**Cells coloured by class**

The bar under the picture is 20 um long. Fill, decap, tap and diode cells in grey.
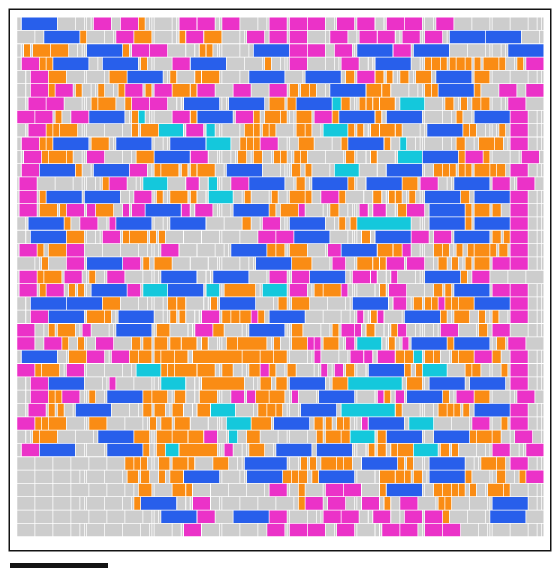
**Wiring by layer**

The bar under the picture is 20 um long. Only two layers are drawn.
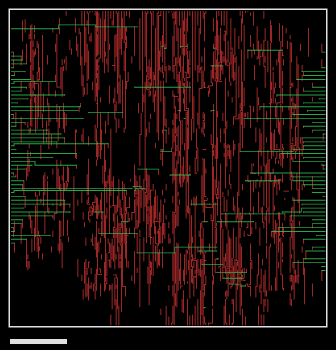
File: src/rtl/calc1_req_sequencer_if.sv
// Handshake and calc1 port bundle for calc1_req_sequencer.
// master = the sequencer; slave = request source, result consumer and calc1 port.
interface calc1_req_sequencer_if;
  logic        req_valid;
  logic        req_ready;
  logic [0:3]  req_cmd;
  logic [0:31] req_op1;
  logic [0:31] req_op2;
  logic [0:3]  cmd_in;
  logic [0:31] data_in;
  logic [0:1]  resp_out;
  logic [0:31] out_data;
  logic        rsp_valid;
  logic        rsp_ready;
  logic [0:1]  rsp_code;
  logic [0:31] rsp_data;
  logic        rsp_timeout;
  logic        busy;

  modport master (
    input  req_valid, req_cmd, req_op1, req_op2, resp_out, out_data, rsp_ready,
    output req_ready, cmd_in, data_in, rsp_valid, rsp_code, rsp_data, rsp_timeout, busy
  );

  modport slave (
    output req_valid, req_cmd, req_op1, req_op2, resp_out, out_data, rsp_ready,
    input  req_ready, cmd_in, data_in, rsp_valid, rsp_code, rsp_data, rsp_timeout, busy
  );
endinterface

File: src/rtl/calc1_req_sequencer.sv
// Serialises one calc1 request onto the port, waits (with timeout) and returns the result.
// Optional CALC1_SEQ_STRAY_CNT_EN adds a saturating stray-response counter output.
module calc1_req_sequencer #(
  parameter int TIMEOUT_CYCLES = 64
) (
  input  logic c_clk,
  input  logic reset,
  calc1_req_sequencer_if.master bus
`ifdef CALC1_SEQ_STRAY_CNT_EN
  ,
  output logic [0:7] stray_cnt
`endif
);

  typedef enum logic [2:0] {S_IDLE, S_SEND1, S_SEND2, S_WAIT, S_HOLD} state_e;

  localparam logic [7:0] CNT_LAST = 8'(TIMEOUT_CYCLES - 1);

  state_e      state_q, state_d;
  logic [7:0]  cnt_q, cnt_d;
  logic [0:31] op2_q, op2_d;
  logic [0:3]  cmd_in_q, cmd_in_d;
  logic [0:31] data_in_q, data_in_d;
  logic        req_ready_q, req_ready_d;
  logic        rsp_valid_q, rsp_valid_d;
  logic [0:1]  rsp_code_q, rsp_code_d;
  logic [0:31] rsp_data_q, rsp_data_d;
  logic        rsp_timeout_q, rsp_timeout_d;
  logic        busy_q, busy_d;

  always_comb begin
    // NOTE: every always_comb output gets a default first so no path leaves it unassigned (no latch).
    state_d       = state_q;
    cnt_d         = cnt_q;
    op2_d         = op2_q;
    cmd_in_d      = cmd_in_q;
    data_in_d     = data_in_q;
    rsp_valid_d   = rsp_valid_q;
    rsp_code_d    = rsp_code_q;
    rsp_data_d    = rsp_data_q;
    rsp_timeout_d = rsp_timeout_q;

    case (state_q)
      S_IDLE: begin
        if (bus.req_valid && req_ready_q) begin
          if (bus.req_cmd != 4'd0) begin
            state_d   = S_SEND1;
            cmd_in_d  = bus.req_cmd;
            data_in_d = bus.req_op1;
            op2_d     = bus.req_op2;
          end else begin
            // Local reject: no port traffic, result code 3.
            state_d       = S_HOLD;
            rsp_valid_d   = 1'b1;
            rsp_code_d    = 2'd3;
            rsp_data_d    = '0;
            rsp_timeout_d = 1'b0;
          end
        end
      end
      S_SEND1: begin
        state_d   = S_SEND2;
        cmd_in_d  = '0;
        data_in_d = op2_q;
      end
      S_SEND2: begin
        data_in_d = '0;
        if (bus.resp_out != 2'd0) begin
          state_d       = S_HOLD;
          rsp_valid_d   = 1'b1;
          rsp_code_d    = bus.resp_out;
          rsp_data_d    = bus.out_data;
          rsp_timeout_d = 1'b0;
        end else begin
          state_d = S_WAIT;
          cnt_d   = '0;
        end
      end
      S_WAIT: begin
        if (bus.resp_out != 2'd0) begin
          state_d       = S_HOLD;
          rsp_valid_d   = 1'b1;
          rsp_code_d    = bus.resp_out;
          rsp_data_d    = bus.out_data;
          rsp_timeout_d = 1'b0;
        end else if (cnt_q == CNT_LAST) begin
          state_d       = S_HOLD;
          rsp_valid_d   = 1'b1;
          rsp_code_d    = 2'd0;
          rsp_data_d    = '0;
          rsp_timeout_d = 1'b1;
        end else begin
          cnt_d = cnt_q + 8'd1;
        end
      end
      S_HOLD: begin
        if (rsp_valid_q && bus.rsp_ready) begin
          state_d       = S_IDLE;
          rsp_valid_d   = 1'b0;
          rsp_timeout_d = 1'b0;
        end
      end
      default: state_d = S_IDLE;
    endcase

    req_ready_d = (state_d == S_IDLE);
    busy_d      = (state_d != S_IDLE);
  end

  always_ff @(posedge c_clk) begin
    // NOTE: sequential state uses non-blocking assignments so all flops update from pre-edge values.
    if (reset) begin
      state_q       <= S_IDLE;
      cnt_q         <= '0;
      op2_q         <= '0;
      cmd_in_q      <= '0;
      data_in_q     <= '0;
      req_ready_q   <= 1'b1;
      rsp_valid_q   <= 1'b0;
      rsp_code_q    <= '0;
      rsp_data_q    <= '0;
      rsp_timeout_q <= 1'b0;
      busy_q        <= 1'b0;
    end else begin
      state_q       <= state_d;
      cnt_q         <= cnt_d;
      op2_q         <= op2_d;
      cmd_in_q      <= cmd_in_d;
      data_in_q     <= data_in_d;
      req_ready_q   <= req_ready_d;
      rsp_valid_q   <= rsp_valid_d;
      rsp_code_q    <= rsp_code_d;
      rsp_data_q    <= rsp_data_d;
      rsp_timeout_q <= rsp_timeout_d;
      busy_q        <= busy_d;
    end
  end

  assign bus.req_ready   = req_ready_q;
  assign bus.cmd_in      = cmd_in_q;
  assign bus.data_in     = data_in_q;
  assign bus.rsp_valid   = rsp_valid_q;
  assign bus.rsp_code    = rsp_code_q;
  assign bus.rsp_data    = rsp_data_q;
  assign bus.rsp_timeout = rsp_timeout_q;
  assign bus.busy        = busy_q;

`ifdef CALC1_SEQ_STRAY_CNT_EN
  logic       stray;
  logic [0:7] stray_cnt_q, stray_cnt_d;

  // A response outside SEND2/WAIT belongs to no live operation.
  always_comb begin
    stray       = (bus.resp_out != 2'd0) &&
                  (state_q == S_IDLE || state_q == S_SEND1 || state_q == S_HOLD);
    stray_cnt_d = stray_cnt_q;
    if (stray && stray_cnt_q != 8'hFF) stray_cnt_d = stray_cnt_q + 8'd1;
  end

  always_ff @(posedge c_clk) begin
    if (reset) stray_cnt_q <= '0;
    else       stray_cnt_q <= stray_cnt_d;
  end

  assign stray_cnt = stray_cnt_q;
`endif

endmodule

File: src/flat_wrapper.sv
// flat-port wrapper written by rule: the top's interface ports become plain ports
module calc1_req_sequencer_flat 
#(
  parameter int TIMEOUT_CYCLES = 64
)
  (c_clk, reset, bus_req_valid, bus_req_cmd, bus_req_op1, bus_req_op2, bus_resp_out, bus_out_data, bus_rsp_ready, bus_req_ready, bus_cmd_in, bus_data_in, bus_rsp_valid, bus_rsp_code, bus_rsp_data, bus_rsp_timeout, bus_busy);
  calc1_req_sequencer_if bus_i ();
  input  logic c_clk;
  input  logic reset;
  input wire logic [$bits(bus_i.req_valid)-1:0] bus_req_valid;
  input wire logic [$bits(bus_i.req_cmd)-1:0] bus_req_cmd;
  input wire logic [$bits(bus_i.req_op1)-1:0] bus_req_op1;
  input wire logic [$bits(bus_i.req_op2)-1:0] bus_req_op2;
  input wire logic [$bits(bus_i.resp_out)-1:0] bus_resp_out;
  input wire logic [$bits(bus_i.out_data)-1:0] bus_out_data;
  input wire logic [$bits(bus_i.rsp_ready)-1:0] bus_rsp_ready;
  output wire logic [$bits(bus_i.req_ready)-1:0] bus_req_ready;
  output wire logic [$bits(bus_i.cmd_in)-1:0] bus_cmd_in;
  output wire logic [$bits(bus_i.data_in)-1:0] bus_data_in;
  output wire logic [$bits(bus_i.rsp_valid)-1:0] bus_rsp_valid;
  output wire logic [$bits(bus_i.rsp_code)-1:0] bus_rsp_code;
  output wire logic [$bits(bus_i.rsp_data)-1:0] bus_rsp_data;
  output wire logic [$bits(bus_i.rsp_timeout)-1:0] bus_rsp_timeout;
  output wire logic [$bits(bus_i.busy)-1:0] bus_busy;
  assign bus_i.req_valid = bus_req_valid;
  assign bus_i.req_cmd = bus_req_cmd;
  assign bus_i.req_op1 = bus_req_op1;
  assign bus_i.req_op2 = bus_req_op2;
  assign bus_i.resp_out = bus_resp_out;
  assign bus_i.out_data = bus_out_data;
  assign bus_i.rsp_ready = bus_rsp_ready;
  assign bus_req_ready = bus_i.req_ready;
  assign bus_cmd_in = bus_i.cmd_in;
  assign bus_data_in = bus_i.data_in;
  assign bus_rsp_valid = bus_i.rsp_valid;
  assign bus_rsp_code = bus_i.rsp_code;
  assign bus_rsp_data = bus_i.rsp_data;
  assign bus_rsp_timeout = bus_i.rsp_timeout;
  assign bus_busy = bus_i.busy;
  calc1_req_sequencer #(.TIMEOUT_CYCLES(TIMEOUT_CYCLES)) u_core (.c_clk(c_clk), .reset(reset), .bus(bus_i));
endmodule
File: config.mk
export PLATFORM = sky130hd
export DESIGN_NAME = calc1_req_sequencer_flat
export DESIGN_NICKNAME = d
export VERILOG_FILES = /design/src/rtl/calc1_req_sequencer_if.sv /design/src/rtl/calc1_req_sequencer.sv /design/src/flat_wrapper.sv
export SDC_FILE = /design/constraint.sdc
export NUM_CORES = 1
export LEC_CHECK = 0
export CAP_MARGIN = 10
export CORE_UTILIZATION = 41
export CTS_BUF_LIST = sky130_fd_sc_hd__clkbuf_8
export DETAILED_ROUTE_END_ITERATION = 10
export GPL_TIMING_DRIVEN = 0
export PLACE_DENSITY_LB_ADDON = 0.08
export SYNTH_ARGS = -nofsm -noshare
export SYNTH_HDL_FRONTEND = slang
export SYNTH_SLANG_ARGS = --single-unit
File: constraint.sdc
create_clock -name c_clk -period 2.1 [get_ports c_clk]
set_input_delay 0.315 -clock c_clk [delete_from_list [all_inputs] [get_ports c_clk]]
set_output_delay 0.315 -clock c_clk [all_outputs]
set_load 0.005 [all_outputs]
==> results.cfg <==
; yosys + openroad results
[sta]
worstMarginPinSlew_ns = 0.655
final-setup-viol-count = 0
fmax_mhz = 484
post-route-period-util_pct = 98.4
hold_ws_ns = 0.433
fin_crit_ns = 2.07
hold_viol_final = 0

[routing]
vias = 4765
drt_wl_total_um = 14000
initialDrtViolationCount = 223
drtPass1Iterations = 4
routed_via_density = 5.13
ant_nets = 0

[logic_synthesis]
synth-edff-count = 0
yosysCellCount = 575
ys.flops = 117
syn_inst = 575
yosys-stat-area_mm2 = 0.00480
syn-cell-area_mm2 = 0.00480
ys_warn_count = 0
top_cells_by_area = dfxtp_1, nand2_1, mux2i_1, a221oi_1, a21oi_1

[floorplanning]
rows = 39
ios = 180
fp.dieW_um = 110

[worst_setup_path]
r2r-start = u_core.state_q[0]$_SDFF_PP0_
timing.rr.end = u_core.bus.rsp_timeout$_SDFFE_PP0P_
arrival_ns = 2.42
timing.critical_path.from_type = primary input
end_kind = flop

[pwr]
total_power_mw = 6.14
vdd_ir_drop_max_mv = 0.427
p_per_area_mw_per_mm2 = 845
leakage_nw = 2.75

[clock_tree]
insertion_delay_ns = 0.42
cts-root-buf = clkbuf_8
clk_pin_slew_ns = 0.08
ctsLongestPathBuffers = 2

[global_routing]
grt_antenna_before_repair = 0

[finish]
layout.nets = 881
fill_cells = 1024
mostFrequentLayoutCells = clkdlybuf4s50_1, nand2_1, dfxtp_1, a21oi_1
syn_to_final_growth_pct = 51.3
lay_top_count = clkdlybuf4s50_1

[run]
warnings = 26
max_cap_viol_count = 0

[placement]
dp_slack_ns = -0.754
port_buffers = 179

[min_path]
worstHoldStart = bus_out_data[17]

[status]
status = complete, no violations
About 'cells coloured by class':
- registers: blue (cells 117; share of their area 33%)
- clock drivers and dummy loads: cyan (cells 31; share of their area 5.6%)
- remaining logic cells: orange (cells 415; share of their area 33%)
- remaining buffers and delay cells: magenta (cells 223; share of their area 28%)

About 'wiring by layer':
- M2: red (wire length 6720 um)
- M3: green (wire length 1250 um)

## layout make-up
class	instances	share of cell area (%)
clock inverter	12	1.89
tap	143	2.46
timing repair buffer	182	25.0
multi-input combinational	379	30.2
buffer	41	2.75
inverter	36	1.86
sequential	117	32.3
clock buffer	19	3.60
## cells by family (layout without fill, tap and decap cells)
family                     Yosys count  count (layout)  share of synthesized area, %
AOI/OAI and AO/OA                  129             129                          17.8
muxes                               36              36                          7.50
and+or+nand+nor                    210             210                          18.7
adders and majority gates            1               1                         0.260
DFF                                117             117                          48.8
buffers and inverters               79             290                          6.43
xor gates and xnor gates             3               3                         0.547
## worst max-delay path: stages
cell and delay (ns):
clkdlybuf4s50_1 0.43, or4_4 0.59, o311a_1 0.41, or4_1 0.52, a21oi_1 0.15
## power by group
| part | internal [mW] | total, mW | switching, mW |
|---|---|---|---|
| Sequential | 2.45 | 2.58 | 0.125 |
| Clock | 1.21 | 2.11 | 0.895 |
| Combinational | 0.775 | 1.46 | 0.684 |
| Total | 4.44 | 6.14 | 1.70 |
## registers in the layout, indices dropped and copies added (netlist names)
register	flops
u_core.bus.busy	1
u_core.bus.rsp_timeout	1
u_core.bus.rsp_data	32
u_core.bus.rsp_valid	1
u_core.bus.cmd_in	4
u_core.bus.rsp_code	2
u_core.state_q	3
u_core.bus.data_in	32
u_core.bus.req_ready	1
u_core.cnt_q	8
u_core.op2_q	32
## routing by layer
layer  global-route usage, %  share of wire (%)  routed length (um)
met2                    39.3                 48                6720
met3                    9.11                9.0                1250
met5                       0                  0                   0
met4                    9.77                2.0                 273
met1                    25.9                 41                5720
## timing repair
action | CTS | global route
hold buffers | 0 | 0
endpoints found under the setup margin | 78 | 97
setup buffers | 2 | 1
pin swaps | 0 | 1
gates resized | 18 | 23
gates cloned | 0 | 0
## synth_stat cells (4+ instances only)
library cell and number:
nand2_1 171, dfxtp_1 117, a21oi_1 41, mux2i_1 36
inv_1 35, o21ai_0 35, a221oi_1 32, clkbuf_1 32
buf_2 10, nor3_1 7, nor2_1 6, o21a_1 4
or4_1 4
## per-stage QoR
step	util (%)	TNS [ns]	instance area, um^2	instances
finish	63.6	0	7270	929
floorplan	-	0	4800	575
global route	63.6	-0.0345	7270	929
global placement	59.3	-56.82	6780	897
CTS	63.3	0	7230	929
detailed placement	59.3	-59.91	6780	897
## how the worst max path moves through the flow
stage                                 start                              endpoint
6_report                     bus_req_cmd[1]   u_core.bus.rsp_timeout$_SDFFE_PP0P_
5_1_grt                      bus_req_cmd[1]  u_core.bus.rsp_data[27]$_SDFFE_PP0P_
4_1_cts        u_core.state_q[1]$_SDFF_PP0_  u_core.bus.rsp_data[21]$_SDFFE_PP0P_
3_5_place_dp                 bus_req_cmd[1]    u_core.bus.data_in[4]$_SDFFE_PP0P_
3_3_place_gp                 bus_req_cmd[1]    u_core.bus.data_in[3]$_SDFFE_PP0P_
2_1_floorplan                bus_req_cmd[1]    u_core.bus.data_in[2]$_SDFFE_PP0P_
Power is estimated from default activity; no workload was simulated.
